==> src/rtl/tick_scheduler_if.sv <==
// +--------------------------------------------------------------------------+
// | tick_scheduler_if : valid/ready event handshake carrying a sequence no.  |
// | Revision 1.0                                                             |
// +--------------------------------------------------------------------------+
`default_nettype none

interface tick_scheduler_if #(
  parameter int CNT_WIDTH = 8
);
  logic                 event_valid_out;
  logic                 event_ready_in;
  logic [CNT_WIDTH-1:0] event_seq_out;

  modport master (
    output event_valid_out,
    output event_seq_out,
    input  event_ready_in
  );

  modport slave (
    input  event_valid_out,
    input  event_seq_out,
    output event_ready_in
  );
endinterface : tick_scheduler_if

`default_nettype wire

==> src/rtl/tick_scheduler.sv <==
// +--------------------------------------------------------------------------+
// | tick_scheduler : counts timer expiries, emits one event per TICK_COUNT.  |
// | Option macro: TICK_SCHEDULER_OVERRUN_CNT_EN (saturating overrun count).  |
// | Revision 1.0                                                             |
// +--------------------------------------------------------------------------+
`default_nettype none

module tick_scheduler #(
  parameter int TICK_COUNT = 4,
  parameter int CNT_WIDTH  = 8
) (
  input  wire logic                 clock_in,
  input  wire logic                 reset_in,
  input  wire logic                 enable_in,
  input  wire logic                 tick_in,
  output logic                      timer_start_out,
  output logic                      busy_out,
  output logic [CNT_WIDTH-1:0]      overrun_count_out,
  tick_scheduler_if.master          evt
);

  localparam int               TICK_W    = 8;
  localparam logic [TICK_W-1:0] LAST_TICK = TICK_W'(TICK_COUNT - 1);

  typedef enum logic [1:0] {
    IDLE = 2'd0,
    ARM  = 2'd1,
    RUN  = 2'd2
  } state_t;

  state_t               state_q, state_d;
  logic [TICK_W-1:0]    tick_cnt_q, tick_cnt_d;
  logic                 tick_prev_q;
  logic                 timer_start_q, timer_start_d;
  logic                 busy_q, busy_d;
  logic                 valid_q, valid_d;
  logic [CNT_WIDTH-1:0] seq_q, seq_d;

  logic                 tick_edge;
  logic                 event_gen;

  // A held-high expiry flag must count only once, hence edge detection.
  assign tick_edge = tick_in && !tick_prev_q;

  always_ff @(posedge clock_in or posedge reset_in) begin
    if (reset_in) begin
      state_q       <= IDLE;
      tick_cnt_q    <= '0;
      tick_prev_q   <= 1'b0;
      timer_start_q <= 1'b0;
      busy_q        <= 1'b0;
      valid_q       <= 1'b0;
      seq_q         <= '0;
    end else begin
      state_q       <= state_d;
      tick_cnt_q    <= tick_cnt_d;
      tick_prev_q   <= tick_in;
      timer_start_q <= timer_start_d;
      busy_q        <= busy_d;
      valid_q       <= valid_d;
      seq_q         <= seq_d;
    end
  end

  always_comb begin
    state_d    = state_q;
    tick_cnt_d = tick_cnt_q;
    event_gen  = 1'b0;
    case (state_q)
      IDLE: begin
        if (enable_in) state_d = ARM;
      end
      ARM: begin
        tick_cnt_d = '0;
        state_d    = RUN;
      end
      RUN: begin
        if (tick_edge) begin
          if (tick_cnt_q == LAST_TICK) begin
            tick_cnt_d = '0;
            event_gen  = 1'b1;
          end else begin
            tick_cnt_d = tick_cnt_q + 8'd1;
          end
        end
        // Stopping still lets a final-edge event through before clearing.
        if (!enable_in) begin
          state_d    = IDLE;
          tick_cnt_d = '0;
        end
      end
      default: begin
        state_d    = IDLE;
        tick_cnt_d = '0;
      end
    endcase
    timer_start_d = (state_d != IDLE);
    busy_d        = (state_d != IDLE);
  end

  always_comb begin
    valid_d = valid_q;
    seq_d   = seq_q;
    if (event_gen) begin
      // A stalled pending event wins; the new one is dropped.
      if (!valid_q || evt.event_ready_in) begin
        valid_d = 1'b1;
        seq_d   = seq_q + 1'b1;
      end
    end else if (valid_q && evt.event_ready_in) begin
      valid_d = 1'b0;
    end
  end

  assign timer_start_out   = timer_start_q;
  assign busy_out          = busy_q;
  assign evt.event_valid_out = valid_q;
  assign evt.event_seq_out   = seq_q;

`ifdef TICK_SCHEDULER_OVERRUN_CNT_EN
  logic                 event_drop;
  logic [CNT_WIDTH-1:0] overrun_q;

  assign event_drop = event_gen && valid_q && !evt.event_ready_in;

  always_ff @(posedge clock_in or posedge reset_in) begin
    if (reset_in) begin
      overrun_q <= '0;
    end else if (event_drop && (overrun_q != {CNT_WIDTH{1'b1}})) begin
      overrun_q <= overrun_q + 1'b1;
    end
  end

  assign overrun_count_out = overrun_q;
`else
  assign overrun_count_out = '0;
`endif

endmodule : tick_scheduler

`default_nettype wire

==> src/flat_wrapper.sv <==
// flat-port wrapper written by rule: the top's interface ports become plain ports
module tick_scheduler_flat 
#(
  parameter int TICK_COUNT = 4,
  parameter int CNT_WIDTH  = 8
)
  (clock_in, reset_in, enable_in, tick_in, timer_start_out, busy_out, overrun_count_out, evt_event_valid_out, evt_event_seq_out, evt_event_ready_in);
  tick_scheduler_if #(.CNT_WIDTH(CNT_WIDTH)) evt_i ();
  input  wire logic clock_in;
  input  wire logic reset_in;
  input  wire logic enable_in;
  input  wire logic tick_in;
  output logic timer_start_out;
  output logic busy_out;
  output logic [CNT_WIDTH-1:0] overrun_count_out;
  output wire logic [$bits(evt_i.event_valid_out)-1:0] evt_event_valid_out;
  output wire logic [$bits(evt_i.event_seq_out)-1:0] evt_event_seq_out;
  input wire logic [$bits(evt_i.event_ready_in)-1:0] evt_event_ready_in;
  assign evt_event_valid_out = evt_i.event_valid_out;
  assign evt_event_seq_out = evt_i.event_seq_out;
  assign evt_i.event_ready_in = evt_event_ready_in;
  tick_scheduler #(.TICK_COUNT(TICK_COUNT), .CNT_WIDTH(CNT_WIDTH)) u_core (.clock_in(clock_in), .reset_in(reset_in), .enable_in(enable_in), .tick_in(tick_in), .timer_start_out(timer_start_out), .busy_out(busy_out), .overrun_count_out(overrun_count_out), .evt(evt_i));
endmodule
==> config.mk <==
export PLATFORM = sky130hd
export DESIGN_NAME = tick_scheduler_flat
export DESIGN_NICKNAME = d
export VERILOG_FILES = /design/src/rtl/tick_scheduler_if.sv /design/src/rtl/tick_scheduler.sv /design/src/flat_wrapper.sv
export SDC_FILE = /design/constraint.sdc
export NUM_CORES = 1
export LEC_CHECK = 0
export CORE_MARGIN = 2
export CORE_UTILIZATION = 51
export CTS_BUF_LIST = sky130_fd_sc_hd__clkbuf_4 sky130_fd_sc_hd__clkbuf_8
export DETAILED_ROUTE_END_ITERATION = 7
export PLACE_DENSITY_LB_ADDON = 0.1
export SLEW_MARGIN = 10
export SYNTH_ARGS = -nofsm -noshare
export SYNTH_HDL_FRONTEND = slang
export SYNTH_SLANG_ARGS = --single-unit
==> constraint.sdc <==
create_clock -name clock_in -period 1.9 [get_ports clock_in]
set_input_delay 0.38 -clock clock_in [delete_from_list [all_inputs] [get_ports clock_in]]
set_output_delay 0.38 -clock clock_in [all_outputs]
set_load 0.005 [all_outputs]
==> images/m1.png <==
Bar = 10 um. Cells faint in the background.
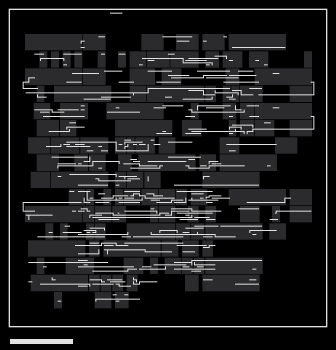
main direction: horizontal
nets with wire on the layer: 116
share of all routed wire: 45%
wire length on this layer: 846 um
longest straight run: 19.3 um

==> images/m2.png <==
Cells faint in the background.
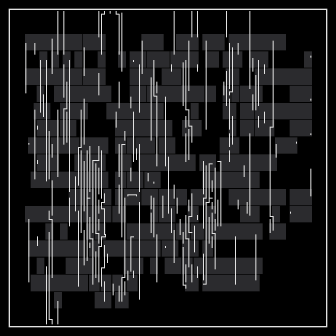
longest straight run: 20.7 um
share of all routed wire: 50%
wire length on this layer: 940 um

==> images/m3.png <==
Bar = 10 um. Cells faint in the background.
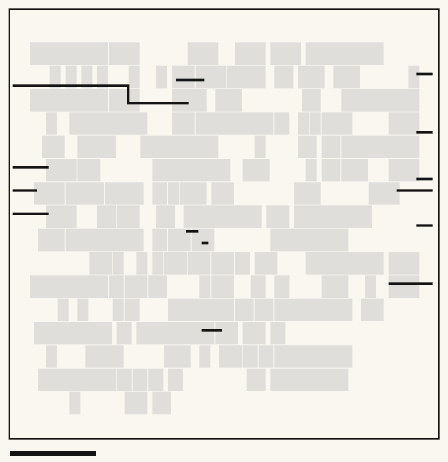
share of all routed wire: 2.9%
main direction: horizontal
wire length on this layer: 54.2 um
longest straight run: 13.3 um
nets with wire on the layer: 11

==> images/placed.png <==
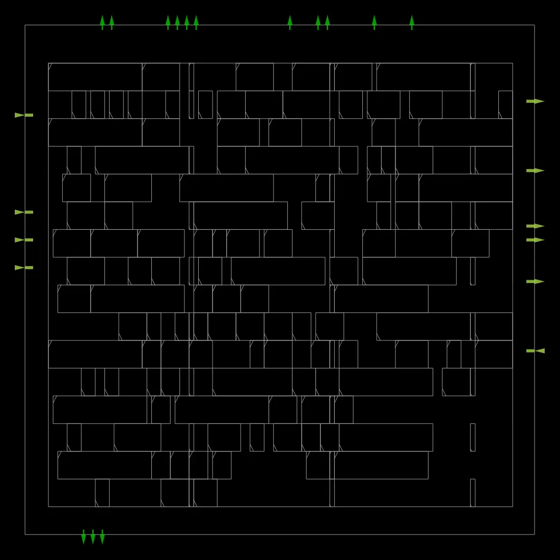
FFs & Latches: 21
final design utilization: 0.653
num tapcells: 27
sequential share of cell area: 0.406
post-route insts no fill: 153

==> images/ff_map.png <==
Other sequential cells in the stronger grey, the rest of the logic in the fainter grey.
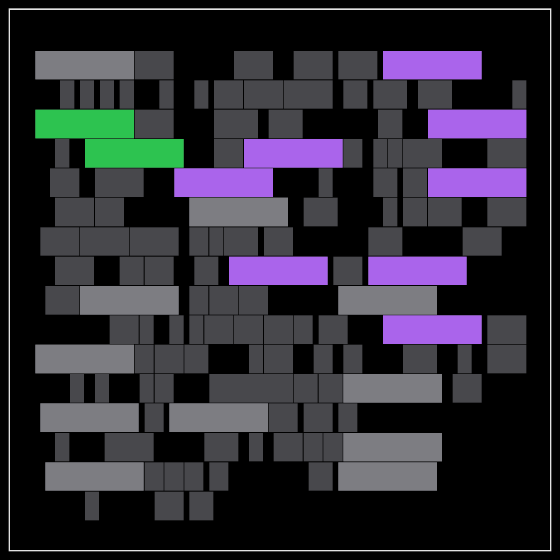
[u_core.evt.event_seq_out] purple | sequential cells: 8
[u_core.state_q] green | sequential cells: 2

==> out/summary.log <==
[placed_design] IO buf count 15
[placed_design] gpl congestion 0.811
[power_and_ir_drop] power after layout 1.04 mW
[power_and_ir_drop] fraction of power spent switching nets 0.295
[clock_tree] TritonCTS clock tree done
[synth] Dominant comb cell simple AND/OR/NAND/NOR gates
[power_and_ir_drop] cell internal pwr 735 uW
[synth] post-synth tally of flip-flops with integrated enable 0
[synth] fraction of synthesized cell area in xor and xnor cells 0.0568
[global_routing] met1 Use GR 0.205
[synth] cell types occupying the most area after synthesis sky130_fd_sc_hd__dfrtp_1 (49%), sky130_fd_sc_hd__buf_4 (6.3%), sky130_fd_sc_hd__xnor2_1 (4.9%), sky130_fd_sc_hd__ha_1 (3.5%), sky130_fd_sc_hd__nand2_1 (3.5%)
[run] tool warnings 27
[placed_design] detailed-placement wirelength estimate 1440 um
[die] vertical die dimension 50.0 um
[routing] final routed wire length divided by cell count 12.3 um
[global_routing] number of antenna violations at the first check in global routing 0
[setup_path] category of cells accounting for the largest share of critical-path delay simple AND/OR/NAND/NOR gates
[power_and_ir_drop] Top pwr grp sequential cells
[routing] via/cell ratio 5.17
[die] Die Width 50.0 um
[global_routing] first-pass GRT wire length 3190 um
[die] placement row count 16
[min_path] worst hold path class in2async
[routing] highest metal used met4
[final_layout] clk cell area share 0.0232
[synth] area share of the largest cell type after synthesis 0.487
[synth] top post-synthesis cells by count sky130_fd_sc_hd__dfrtp_1 (21), sky130_fd_sc_hd__nand2_1 (10), sky130_fd_sc_hd__buf_4 (9)
[power_and_ir_drop] sequential power 529 uW
[final_timing] worst-case hold slack 399 ps
[synth] proportion of synthesized chip area in sequential cells 0.487
[setup_path] cell with the largest stage delay on the worst path sky130_fd_sc_hd__or4_1
[clock_tree] post-cts resize count 0
[outcome] outcome completed
[clock_tree] Reg clk slew, reported paths 110 ps
[global_routing] maximum number of pins on one net before global-route repair 22
[synth] post-synthesis average cell area 10.5 um^2
[placed_design] placed inst area 1260 um^2
[routing] metal3 WL 54 um
[clock_tree] number of sinks handled by clock tree synthesis 21
[final_layout] number of clock buffers in the layout 4
[synth] MUX share of area 0.0104
[setup_path] capturing element type of the critical path flip-flop
[final_layout] fraction of area in multi-input gates 0.374
[power_and_ir_drop] static leakage 0.587 nW
[clock_tree] Clock Root Buffer sky130_fd_sc_hd__clkbuf_4
[setup_path] required time of the worst setup path 2130 ps
[final_timing] unrepaired setup endpoints after global routing false
[final_layout] Final Cell Area 1290 um^2
[placed_design] post-placement cell count 149
[routing] Post-DRT Antenna Nets 0
[final_layout] fraction of layout cells with a size suffix above 1 0.143
[global_routing] global-route met2 utilization 0.281
[final_timing] Max Clock Freq 0.600 GHz
[die] core region area 1980 um^2
[synth] post-synthesis register bit count 21
[die] Core Util at FP 0.544
[final_layout] non-clock inverter total of the final layout 3
[final_layout] buffers outside the clock class 23
[power_and_ir_drop] fraction of power consumed by the clock network 0.213
[final_timing] Final Max Tran Viols 0
[die] I/O pin count 24
[final_layout] Final Net Count 135
[power_and_ir_drop] power drawn by the combinational cells 292 uW
[final_layout] synthesis-to-finish area growth 20.1%
[setup_path] CP Launch Type input port
[routing] M1 WL 846 um
[synth] library cell with the largest summed area after synthesis sky130_fd_sc_hd__dfrtp_1
[clock_tree] buffer count from post-CTS setup fixing 0
[final_layout] data-path buffer share of cell area in the final layout 0.162
[final_timing] portion of the clock cycle consumed by the worst path in the final layout 0.877
[final_timing] Hold Vio Cnt, Final 0
[setup_path] Critical Path Fanout Max 10
[synth] yosys warning tally 0
[final_timing] worst setup slack after layout 234 ps
[synth] arithmetic-cell share of the synthesized area counting full adders, half adders and majority gates 0.0348
[final_layout] layout filler cell count 156
[final_timing] final-layout setup total negative slack 0 ps
[power_and_ir_drop] pwr/cell area 805 nW/um^2
[final_layout] largest cell class by area registers
[global_routing] via count of the first global-routing pass 738
[synth] simple share 0.231
[clock_tree] clock buffer depth 2
[routing] Post-Route WL 1880 um
[final_layout] Inserted Diodes 0
-- path summary, 6_finish.rpt --
| check | to | start | cells past startpoint | slack [ps] |
|---|---|---|---|---|
| setup / recovery | u_core.tick_cnt_q[5]$_DFFE_PP0P_ | tick_in | 5 | 230 |
| hold / removal | u_core.evt.event_seq_out[6]$_DFFE_PP0P_ | reset_in | 3 | 400 |
| setup reg to reg | u_core.evt.event_seq_out[7]$_DFFE_PP0P_ | u_core.tick_cnt_q[0]$_DFFE_PP0P_ | 6 | 250 |
| hold reg to reg | u_core.evt.event_seq_out[7]$_DFFE_PP0P_ | u_core.evt.event_seq_out[7]$_DFFE_PP0P_ | 1 | 480 |
| max in group asynchronous | u_core.tick_cnt_q[4]$_DFFE_PP0P_ | reset_in | 3 | 1290 |
| min in group clock_in | u_core.evt.event_seq_out[7]$_DFFE_PP0P_ | u_core.evt.event_seq_out[7]$_DFFE_PP0P_ | 1 | 480 |
-- cells in the final DEF (no fill, tap or decap), types with 3 or more instances in the layout --
cell / instances
sky130_fd_sc_hd__a21oi_1: 7
sky130_fd_sc_hd__buf_4: 8
sky130_fd_sc_hd__clkbuf_4: 4
sky130_fd_sc_hd__clkdlybuf4s50_1: 15
sky130_fd_sc_hd__conb_1: 8
sky130_fd_sc_hd__dfrtp_1: 21
sky130_fd_sc_hd__ha_1: 3
sky130_fd_sc_hd__inv_1: 3
sky130_fd_sc_hd__nand2_1: 10
sky130_fd_sc_hd__nand3_1: 4
sky130_fd_sc_hd__nand4_1: 5
sky130_fd_sc_hd__nor2_1: 3
sky130_fd_sc_hd__o21ai_0: 5
sky130_fd_sc_hd__o31ai_1: 3
sky130_fd_sc_hd__or3_1: 3
sky130_fd_sc_hd__xnor2_1: 6
Power figures rest on the tool's default switching activity, not on a simulated workload.
